$ cat src/rtl/mul_issue_ctrl.sv
// ----------------------------------------------------------------------------
// mul_issue_ctrl : credit-limited issue/result wrapper for the pipelined multiplier
// Rev 1.0
// ----------------------------------------------------------------------------
`default_nettype none

module mul_issue_ctrl #(
  parameter int MUL_LAT   = 3,
  parameter int RES_DEPTH = 4,
  parameter int TAG_W     = 5
) (
  input  logic              clk_i,
  input  logic              rstn_i,
  input  logic              flush_i,
  input  logic              req_valid_i,
  output logic              req_ready_o,
  input  logic [31:0]       req_rs1_i,
  input  logic [31:0]       req_rs2_i,
  input  logic [TAG_W-1:0]  req_rd_i,
  output logic [31:0]       mul_rs1_o,
  output logic [31:0]       mul_rs2_o,
  input  logic [31:0]       mul_res_i,
  output logic              res_valid_o,
  input  logic              res_ready_i,
  output logic [31:0]       res_data_o,
  output logic [TAG_W-1:0]  res_rd_o,
  output logic              busy_o
);

  localparam int PTR_W = $clog2(RES_DEPTH);
  localparam int OCC_W = $clog2(RES_DEPTH + 1);
  localparam int SUM_W = $clog2(RES_DEPTH + MUL_LAT + 1);
  localparam int ENT_W = 32 + TAG_W;

  logic                 accept;
  logic [MUL_LAT-1:0]   tag_vld;
  logic [TAG_W-1:0]     tag_rd [MUL_LAT];
  logic [SUM_W-1:0]     inflight;
  logic [SUM_W-1:0]     used;
  logic [ENT_W-1:0]     mem [RES_DEPTH];
  logic [PTR_W-1:0]     wr_ptr;
  logic [PTR_W-1:0]     rd_ptr;
  logic [OCC_W-1:0]     occ;
  logic                 push;
  logic                 pop;
  logic [ENT_W-1:0]     head;

  assign accept    = req_valid_i & req_ready_o;
  assign mul_rs1_o = accept ? req_rs1_i : '0;
  assign mul_rs2_o = accept ? req_rs2_i : '0;

  // Entry MUL_LAT-1 lines up with the product currently on mul_res_i.
  always_ff @(posedge clk_i or negedge rstn_i) begin
    if (!rstn_i) begin
      tag_vld <= '0;
      for (int k = 0; k < MUL_LAT; k++) tag_rd[k] <= '0;
    end else if (flush_i) begin
      tag_vld <= '0;
    end else begin
      tag_vld[0] <= accept;
      tag_rd[0]  <= req_rd_i;
      for (int k = 1; k < MUL_LAT; k++) begin
        tag_vld[k] <= tag_vld[k-1];
        tag_rd[k]  <= tag_rd[k-1];
      end
    end
  end

  always_comb begin
    inflight = '0;
    for (int k = 0; k < MUL_LAT; k++) inflight = inflight + SUM_W'(tag_vld[k]);
  end

  // Every accepted op owns a FIFO slot until popped, so a push never finds it full.
  assign used        = inflight + SUM_W'(occ);
  assign req_ready_o = ~flush_i & (used < SUM_W'(RES_DEPTH));
  assign busy_o      = (inflight != '0) | (occ != '0);

  assign push = tag_vld[MUL_LAT-1];
  assign pop  = res_valid_o & res_ready_i;

  always_ff @(posedge clk_i or negedge rstn_i) begin
    if (!rstn_i) begin
      wr_ptr <= '0;
      rd_ptr <= '0;
      occ    <= '0;
      for (int k = 0; k < RES_DEPTH; k++) mem[k] <= '0;
    end else if (flush_i) begin
      wr_ptr <= '0;
      rd_ptr <= '0;
      occ    <= '0;
    end else begin
      if (push) begin
        mem[wr_ptr] <= {mul_res_i, tag_rd[MUL_LAT-1]};
        wr_ptr      <= wr_ptr + PTR_W'(1);
      end
      if (pop) rd_ptr <= rd_ptr + PTR_W'(1);
      case ({push, pop})
        2'b10:   occ <= occ + OCC_W'(1);
        2'b01:   occ <= occ - OCC_W'(1);
        default: occ <= occ;
      endcase
    end
  end

  assign head        = mem[rd_ptr];
  assign res_valid_o = (occ != '0);
  assign res_data_o  = res_valid_o ? head[ENT_W-1:TAG_W] : '0;
  assign res_rd_o    = res_valid_o ? head[TAG_W-1:0]     : '0;

`ifndef SYNTHESIS
  always @(posedge clk_i) begin
    if (rstn_i && !flush_i)
      assert (!(push && occ == OCC_W'(RES_DEPTH)))
        else $error("push into full result FIFO");
  end
`endif

endmodule

`default_nettype wire

$ cat config.mk
export PLATFORM = sky130hd
export DESIGN_NAME = mul_issue_ctrl
export DESIGN_NICKNAME = d
export VERILOG_FILES = /design/src/rtl/mul_issue_ctrl.sv
export SDC_FILE = /design/constraint.sdc
export NUM_CORES = 1
export LEC_CHECK = 0
export CORE_ASPECT_RATIO = 0.6
export CORE_MARGIN = 4
export CORE_UTILIZATION = 40
export DETAILED_ROUTE_END_ITERATION = 8
export DONT_BUFFER_PORTS = 1
export GPL_TIMING_DRIVEN = 0
export PLACE_DENSITY = 0.55
export SETUP_SLACK_MARGIN = 0.05
export SYNTH_ARGS = -nofsm -noshare
export SYNTH_HDL_FRONTEND = slang
export SYNTH_SLANG_ARGS = --single-unit
$ cat constraint.sdc
create_clock -name clk_i -period 3.1 [get_ports clk_i]
set_input_delay 0.62 -clock clk_i [delete_from_list [all_inputs] [get_ports clk_i]]
set_output_delay 0.62 -clock clk_i [all_outputs]
set_load 0.005 [all_outputs]
Run 1, M4 wires:
Drawn at 2 px/um. Supply wires on this layer in grey.
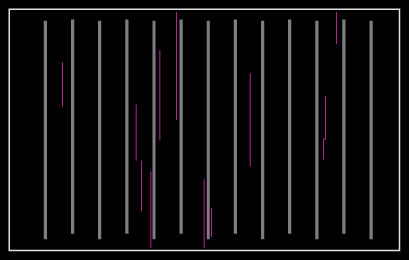
nets with wire on the layer: 7
longest straight run: 53.7 um
share of all routed wire: 1.8%
wire length on this layer: 354 um
main direction: vertical
WL final: 19400 um
vias: 4680

Run 1, clock network drawn from the DEF:
Drawn at 2 px/um.
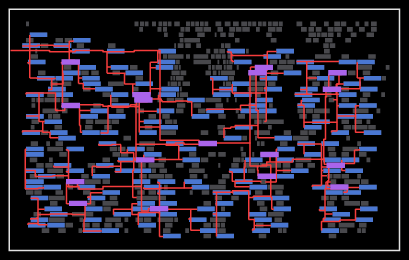
[clock wires] red | length: 2200 um
[flip-flops] blue | count: 173
[clock drivers] purple | count: 17
routed clock nets: 18
flops lie: spread over the die
Worst Clk Skew: 0.00941 ns
clk latency late pin: 0.43 ns
Clock power frac: 42.0%
Clock Power: 2.32 mW

Run 1, congestion heat map:
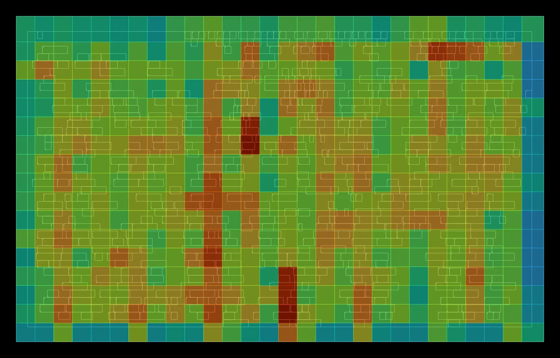
M3 GR Usage: 4.52%
Avg WL per Cell: 22.2 um

Run 1, cell area per tile:
Drawn at 2 px/um. 19 x 12 tiles, from dark blue (low) to red (high), 0 to 100% covered.
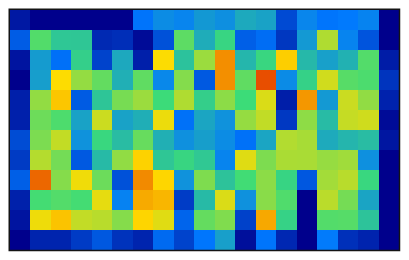
fullest tile: 91%
emptiest ninth of the die: top left
tiles over 75% full: 6.6%

==> GITHUB_STEP_SUMMARY, run 1 <==
### Flow metrics

| Metric | Value |
|---|---|
| Clock period minus worst slack | 3.10 ns |
| Crit Path Max Fanout | 8 |
| DP HPWL | 13400 um |
| TritonCTS clock tree | done |
| Ys flops | 173 |
| Final setup margin | -0.00167 ns |
| Main flop type | dfrtp_1 |
| Syn Area/Cell | 14.8 um^2 |
| Logic pwr share | 11.8% |
| Top cell area share | 51.9% |
| Status | complete, but fails checks |
| Top logic family | multiplexers |
| Post-route ant nets | 0 |
| Mux area share | 32.3% |
| DR iter-0 viols | 156 |
| Final Wtd Congestion | 0.708 |
| Actual slew at the worst max-slew pin | 0.811 ns |
| Largest stage delay on the critical path | 0.42 ns |
| Io pins | 210 |
| Final hold viol count | 173 |
| Die Height | 120 um |
| Net Sw Frac | 23.3% |
| Floorplan Utilization | 41.2% |
| Core area | 20200 um^2 |
| Seq share, synth | 51.9% |
| Yosys cell count | 564 |
| P per Cell Area | 581 nW/um^2 |
| WHS | -0.117 ns |
| Critical path class | reg -> out |
| Antenna violations before repair | 0 |
| AO/OA Area Share | 0.856% |
| Antenna fix cells | 0 |
| Flop-to-flop setup slack | 0.90 ns |
| Final-layout fill cell count | 1804 |
| CTS Sinks | 173 |
| Crit-path slowest cell | fa_2 |
| Final setup violation count | 1 |
| Failing checks | negative hold slack, negative setup slack |
| NetSw | 1.29 mW |
## run 1: cell usage in the layout (no fill, tap or decap), types with 5 or more instances in the layout
| cell type | instances |
|---|---|
| buf_2 | 8 |
| dfrtp_1 | 173 |
| clkbuf_1 | 7 |
| mux2_2 | 155 |
| mux4_2 | 37 |
| inv_6 | 5 |
| clkbuf_16 | 17 |
| buf_4 | 6 |
| and2_4 | 35 |
| and2_1 | 66 |
| buf_6 | 21 |
| mux2_1 | 8 |
| nor2_1 | 8 |
## run 1: final timing paths
check                                     start                   end  depth (start not counted)
max                        tag_vld[0]$_DFF_PN0_         mul_rs1_o[21]                          7
min                                      rstn_i   mem[22]$_DFFE_PN0P_                          0
max reg2reg                  occ[2]$_DFFE_PN0P_    occ[2]$_DFFE_PN0P_                          7
min reg2reg                mem[110]$_DFFE_PN0P_  mem[110]$_DFFE_PN0P_                          1
max in group asynchronous                rstn_i   mem[82]$_DFFE_PN0P_                          0
min in group clk_i                mul_res_i[31]  mem[110]$_DFFE_PN0P_                          1
## run 1: worst max-delay path, delay by kind of cell, from the launching register on
kind                     cells  cell delay [ns]
AND/OR/NAND/NOR              1             0.15
buffers and inverters        2             0.34
flip-flops                   1             0.40
adder cells (fa/ha/maj)      2             0.65
AND-OR/OR-AND                1             0.22
multiplexers                 1             0.30
## run 1: layer usage
metal	global-route usage [%]	wire, um
met5	0	0
met4	5.71	353
met3	4.52	709
met2	25.7	9070
met1	24.5	9250
## run 1: state kept, by name, indices dropped and copies added (netlist names)
name     flops
wr_ptr       2
occ          3
mem        148
tag_vld      3
rd_ptr       2
tag_rd      15
## run 1: stage by stage
step           worst slack [ns]  hold slack (ns)  utilization [%]  cell area (um^2)
2_1_floorplan             0.485            0.324                -              8340
3_3_place_gp              0.299            0.328             42.9              8680
3_5_place_dp              0.269            0.329             42.9              8680
4_1_cts                -0.00568           -0.143             46.8              9450
5_1_grt                  -0.106           -0.146             47.0              9510
6_report               -0.00167           -0.117             47.0              9510
## run 1: logic make-up after synthesis
family,after synthesis
AOI/OAI and AO/OA,10
xor gates and xnor gates,5
adders and majority gates,7
buffers and inverters,41
DFF,173
muxes,202
and+or+nand+nor,126
## run 1: area by class of cell
type,instances,area [um^2],share of cell area (%)
Buffer,37,292,3.06
Clock buffer,18,439,4.62
Clock inverter,14,204,2.14
Inverter,3,11.3,0.118
Multi-Input combinational cell,350,3830,40.3
Sequential cell,173,4330,45.5
Tap cell,273,342,3.59
Timing Repair Buffer,7,63.8,0.671
## run 1: power groups by stage
stage | combinational (mW) | clock (mW) | sequential (mW)
2_1_floorplan | 0.511 | 0 | 2.56
3_3_place_gp | 0.614 | 0 | 2.58
6_report | 0.653 | 2.32 | 2.55
4_1_cts | 0.654 | 2.38 | 2.55
5_1_grt | 0.720 | 2.48 | 2.58
3_5_place_dp | 0.630 | 0 | 2.59
## run 1: timing repair
item / CTS / global route
pin swaps: 9 / 17
hold endpoints to repair: 173 / 173
gates resized: 30 / 18
cloned: 2 / 2
endpoints found under the setup margin: 64 / 64
setup buffers: 3 / 1
==> run 2: changes to the inputs <==
--- a/config.mk
+++ b/config.mk
@@ -7,11 +7,11 @@
 export LEC_CHECK = 0
 export CORE_ASPECT_RATIO = 0.6
 export CORE_MARGIN = 4
-export CORE_UTILIZATION = 40
+export CORE_UTILIZATION = 46
 export DETAILED_ROUTE_END_ITERATION = 8
 export DONT_BUFFER_PORTS = 1
 export GPL_TIMING_DRIVEN = 0
-export PLACE_DENSITY = 0.55
+export PLACE_DENSITY = 0.62
 export SETUP_SLACK_MARGIN = 0.05
 export SYNTH_ARGS = -nofsm -noshare
 export SYNTH_HDL_FRONTEND = slang
Run 2, M4 wires:
Drawn at 3 px/um. Supply wires on this layer in grey.
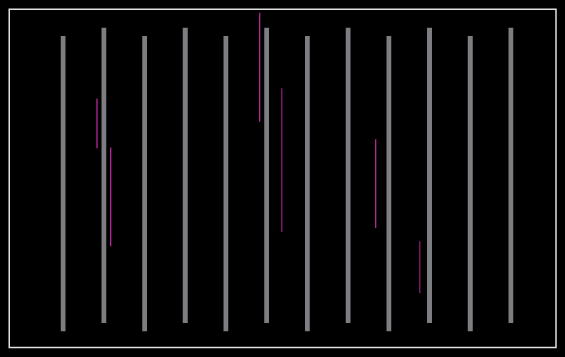
longest straight run: 47.6 um
nets with wire on the layer: 4
share of all routed wire: 0.94%
wire length on this layer: 179 um

==> GITHUB_STEP_SUMMARY, run 2 <==
### Flow metrics

| Metric | Value |
|---|---|
| Status | complete, but fails checks |
| Failing checks | negative hold slack |
| Final hold viol count | 173 |
| Regs by FF count | mem x148, tag_rd x15 |
| Logic pwr share | 12.3% |
| Pre-CTS WS | 0.290 ns |
| Main flop type | dfrtp_1 |
| DP HPWL | 13400 um |
| Avg WL per Cell | 22.7 um |
| Top cells excl fill/tap | dfrtp_1 (173), mux2_2 (155), and2_1 (63), and2_4 (38), mux4_2 (37) |
| Antenna fix cells | 0 |
| WHS | -0.103 ns |
| Largest register FFs | 148 |
| Final Wtd Congestion | 0.732 |
| Top cell area share | 51.9% |
| Floorplan Utilization | 47.8% |
| Final setup margin | 0.0585 ns |
| Clock period minus worst slack | 3.04 ns |
| NetSw | 1.26 mW |
| Antenna violations before repair | 0 |
| Io pins | 210 |
| WP buf/inv | 2 |
| DR iter-0 viols | 221 |
| Syn Area/Cell | 14.8 um^2 |
| CTS Sinks | 173 |
| Clk latency late pin | 0.42 ns |
| Die Height | 112 um |
| Clock power frac | 39.9% |
| Levels on crit path | 7 |
| Vias | 4646 |
| Worst Clk Skew | 0.0103 ns |
| Ys flops | 173 |
| Largest stage delay on the critical path | 0.42 ns |
| Post-route ant nets | 0 |
-- run 2: through the flow --
stage | cells | utilization [%]
3_3_place_gp | 798 | 49.4
6_report | 834 | 53.9
4_1_cts | 831 | 53.1
2_1_floorplan | 564 | -
3_5_place_dp | 798 | 49.4
5_1_grt | 834 | 53.9
-- run 2: final timing paths --
path / from / to / slack [ns]
min in group clk_i: mul_res_i[8] / mem[124]$_DFFE_PN0P_ / 0.34
min: rstn_i / mem[25]$_DFFE_PN0P_ / -0.10
max in group asynchronous: rstn_i / mem[9]$_DFFE_PN0P_ / 2.85
min reg2reg: mem[77]$_DFFE_PN0P_ / mem[77]$_DFFE_PN0P_ / 0.49
max: tag_vld[0]$_DFF_PN0_ / mul_rs2_o[6] / 0.06
max reg2reg: occ[1]$_DFFE_PN0P_ / occ[2]$_DFFE_PN0P_ / 0.92
-- run 2: area by class of cell --
type,count,area [um^2]
timing repair buffer,5,45.0
multi-input combinational,350,3830
fill,1382,8050
clock inverter,11,134
inverter,3,11.3
buffer,38,303
sequential,173,4330
tap,234,293
clock buffer,20,457
-- run 2: power groups by stage --
stage,registers [mW],clock network [mW],logic (mW)
final,2.56,2.13,0.655
after global routing,2.58,2.27,0.717
after CTS,2.56,2.18,0.642
after detailed placement,2.60,0,0.629
after global placement,2.58,0,0.605
after floorplan,2.56,0,0.511
-- run 2: cells by family after synthesis --
group | Yosys count | share of synthesized area (%)
DFF | 173 | 51.9
xor gates and xnor gates | 5 | 0.525
AOI/OAI and AO/OA | 10 | 0.856
buffers and inverters | 41 | 3.65
adders and majority gates | 7 | 1.23
muxes | 202 | 32.3
and+or+nand+nor | 126 | 9.55
-- run 2: per-layer routing --
layer	share of wire, %	up-vias	track usage [%]
met3	4.0	14	5.05
met2	48	81	28.7
met4	0.94	0	4.30
met5	0	-	0
met1	47	2499	26.9
li1	-	2052	-
-- run 2: repair_timing --
| item | CTS | global route |
|---|---|---|
| gates resized | 10 | 42 |
| pin swaps | 2 | 16 |
| hold endpoints to repair | 173 | 173 |
| setup endpoints to repair | 64 | 64 |
| buffers inserted | 1 | 2 |
| cloned | 1 | 1 |
==> run 3: changes to the inputs <==
--- a/config.mk
+++ b/config.mk
@@ -8,9 +8,11 @@
 export CORE_ASPECT_RATIO = 0.6
 export CORE_MARGIN = 4
 export CORE_UTILIZATION = 46
+export CTS_CLUSTER_SIZE = 16
 export DETAILED_ROUTE_END_ITERATION = 8
 export DONT_BUFFER_PORTS = 1
 export GPL_TIMING_DRIVEN = 0
+export HOLD_SLACK_MARGIN = 0.12
 export PLACE_DENSITY = 0.62
 export SETUP_SLACK_MARGIN = 0.05
 export SYNTH_ARGS = -nofsm -noshare
==> constraint.sdc (replaced) <==
create_clock -name clk_i -period 3.59 [get_ports clk_i]
set_input_delay 0.718 -clock clk_i [delete_from_list [all_inputs] [get_ports clk_i]]
set_output_delay 0.718 -clock clk_i [all_outputs]
set_load 0.005 [all_outputs]
Run 3, clock network drawn from the DEF:
Drawn at 3 px/um.
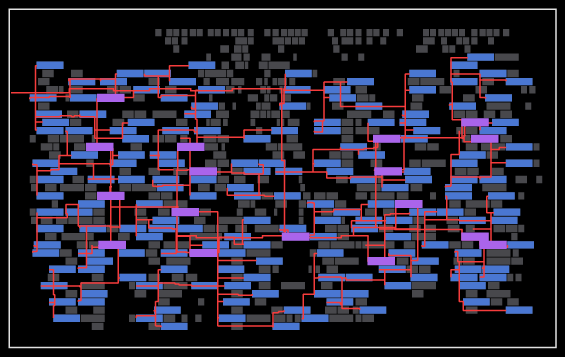
[clock wires] red | length: 2100 um
[clock drivers] purple | count: 17
[flip-flops] blue | count: 173
flops lie: spread over the die
Clock Power: 1.84 mW
Worst Clk Skew: 0.00836 ns

==> GITHUB_STEP_SUMMARY, run 3 <==
### Flow metrics

| Metric | Value |
|---|---|
| Failing checks | negative hold slack |
| WL final | 18600 um |
| Antenna violations before repair | 0 |
| CTS Sinks | 173 |
| NetSw | 1.08 mW |
| Logic pwr share | 11.7% |
| # Post-CTS Setup Buffers | 0 |
| Layout Cells excl Fill | 829 |
| Final Core Density | 52.9% |
| Worst path top cell family by delay | adder cells |
| Final hold viol count | 20 |
| Ys flops | 173 |
| Most numerous logic cell after layout | dfrtp_1 |
| Syn Area/Cell | 14.8 um^2 |
| Status | complete, but fails checks |
| Final-layout fill cell count | 1411 |
| Clock period minus worst slack | 3.30 ns |
| Actual slew at the worst max-slew pin | 0.791 ns |
| Clk latency late pin | 0.42 ns |
| Io pins | 210 |
| WHS | -0.00482 ns |
| Dpl cells | 798 |
| Yosys cell count | 564 |
| Main flop type | dfrtp_1 |
| Core area | 17500 um^2 |
| Final setup violation count | 0 |
| Final setup margin | 0.286 ns |
| Vias | 4632 |
| Net Sw Frac | 23.5% |
| Floorplan Utilization | 47.8% |
-- run 3: cell types whose count changed in the layout (fill, tap and decap cells not counted), sizes merged --
| cell | change |
|---|---|
| buf | -5 |
-- run 3: kinds of logic after synthesis --
logic type,after synthesis,share of synthesized area (%)
mux,202,32.3
flops,173,51.9
simple gates,126,9.55
buf+inv,41,3.65
compound gates,10,0.856
fa+ha+maj,7,1.23
xor+xnor,5,0.525
-- run 3: final timing paths --
| check | start | endpoint | slack [ns] | cells after the start |
|---|---|---|---|---|
| max in group asynchronous | rstn_i | mem[9]$_DFFE_PN0P_ | 3.32 | 0 |
| worst min register to register | mem[74]$_DFFE_PN0P_ | mem[74]$_DFFE_PN0P_ | 0.49 | 1 |
| min in group clk_i | mul_res_i[8] | mem[124]$_DFFE_PN0P_ | 0.43 | 1 |
| worst max register to register | occ[2]$_DFFE_PN0P_ | occ[2]$_DFFE_PN0P_ | 1.42 | 7 |
| worst min-delay path | rstn_i | mem[25]$_DFFE_PN0P_ | -0.005 | 0 |
| worst max-delay path | tag_vld[0]$_DFF_PN0_ | mul_rs1_o[13] | 0.29 | 7 |
-- run 3: layer usage --
metal / global-route usage (%) / share of wire, % / up-vias
met5: 0 / 0 / -
met4: 4.30 / 1.2 / 0
met3: 5.05 / 4.4 / 21
met2: 28.5 / 48 / 94
met1: 26.6 / 47 / 2477
li1: - / - / 2040
-- run 3: final cells by class --
| type | instances | share of cell area [%] |
|---|---|---|
| Sequential cell | 173 | 46.9 |
| Multi-Input combinational cell | 350 | 40.2 |
| Inverter | 3 | 0.122 |
| Tap cell | 234 | 3.17 |
| Buffer | 38 | 3.17 |
| Clock buffer | 20 | 4.95 |
| Clock inverter | 11 | 1.45 |
-- run 3: through the flow --
step                      instance area (um^2)  power [mW]  hold WS, ns
after floorplan                           8340        2.65        0.422
after global placement                    8630        2.75        0.427
after detailed placement                  8630        2.79        0.427
after CTS                                 9220        4.63      -0.0351
after global routing                      9230        4.78      -0.0326
final                                     9230        4.58     -0.00482
-- run 3: power by group through the flow --
stage | Clock, mW | Combinational (mW) | Sequential (mW)
4_1_cts | 1.88 | 0.547 | 2.21
6_report | 1.84 | 0.537 | 2.21
3_5_place_dp | 0 | 0.543 | 2.24
2_1_floorplan | 0 | 0.441 | 2.21
5_1_grt | 1.96 | 0.591 | 2.23
3_3_place_gp | 0 | 0.523 | 2.23
-- run 3: repair_timing --
| action | CTS | global route |
|---|---|---|
| hold endpoints to repair | 173 | 173 |
| setup endpoints to repair | 0 | 43 |
| resized | 0 | 1 |
Power figures rest on the tool's default switching activity, not on a simulated workload.
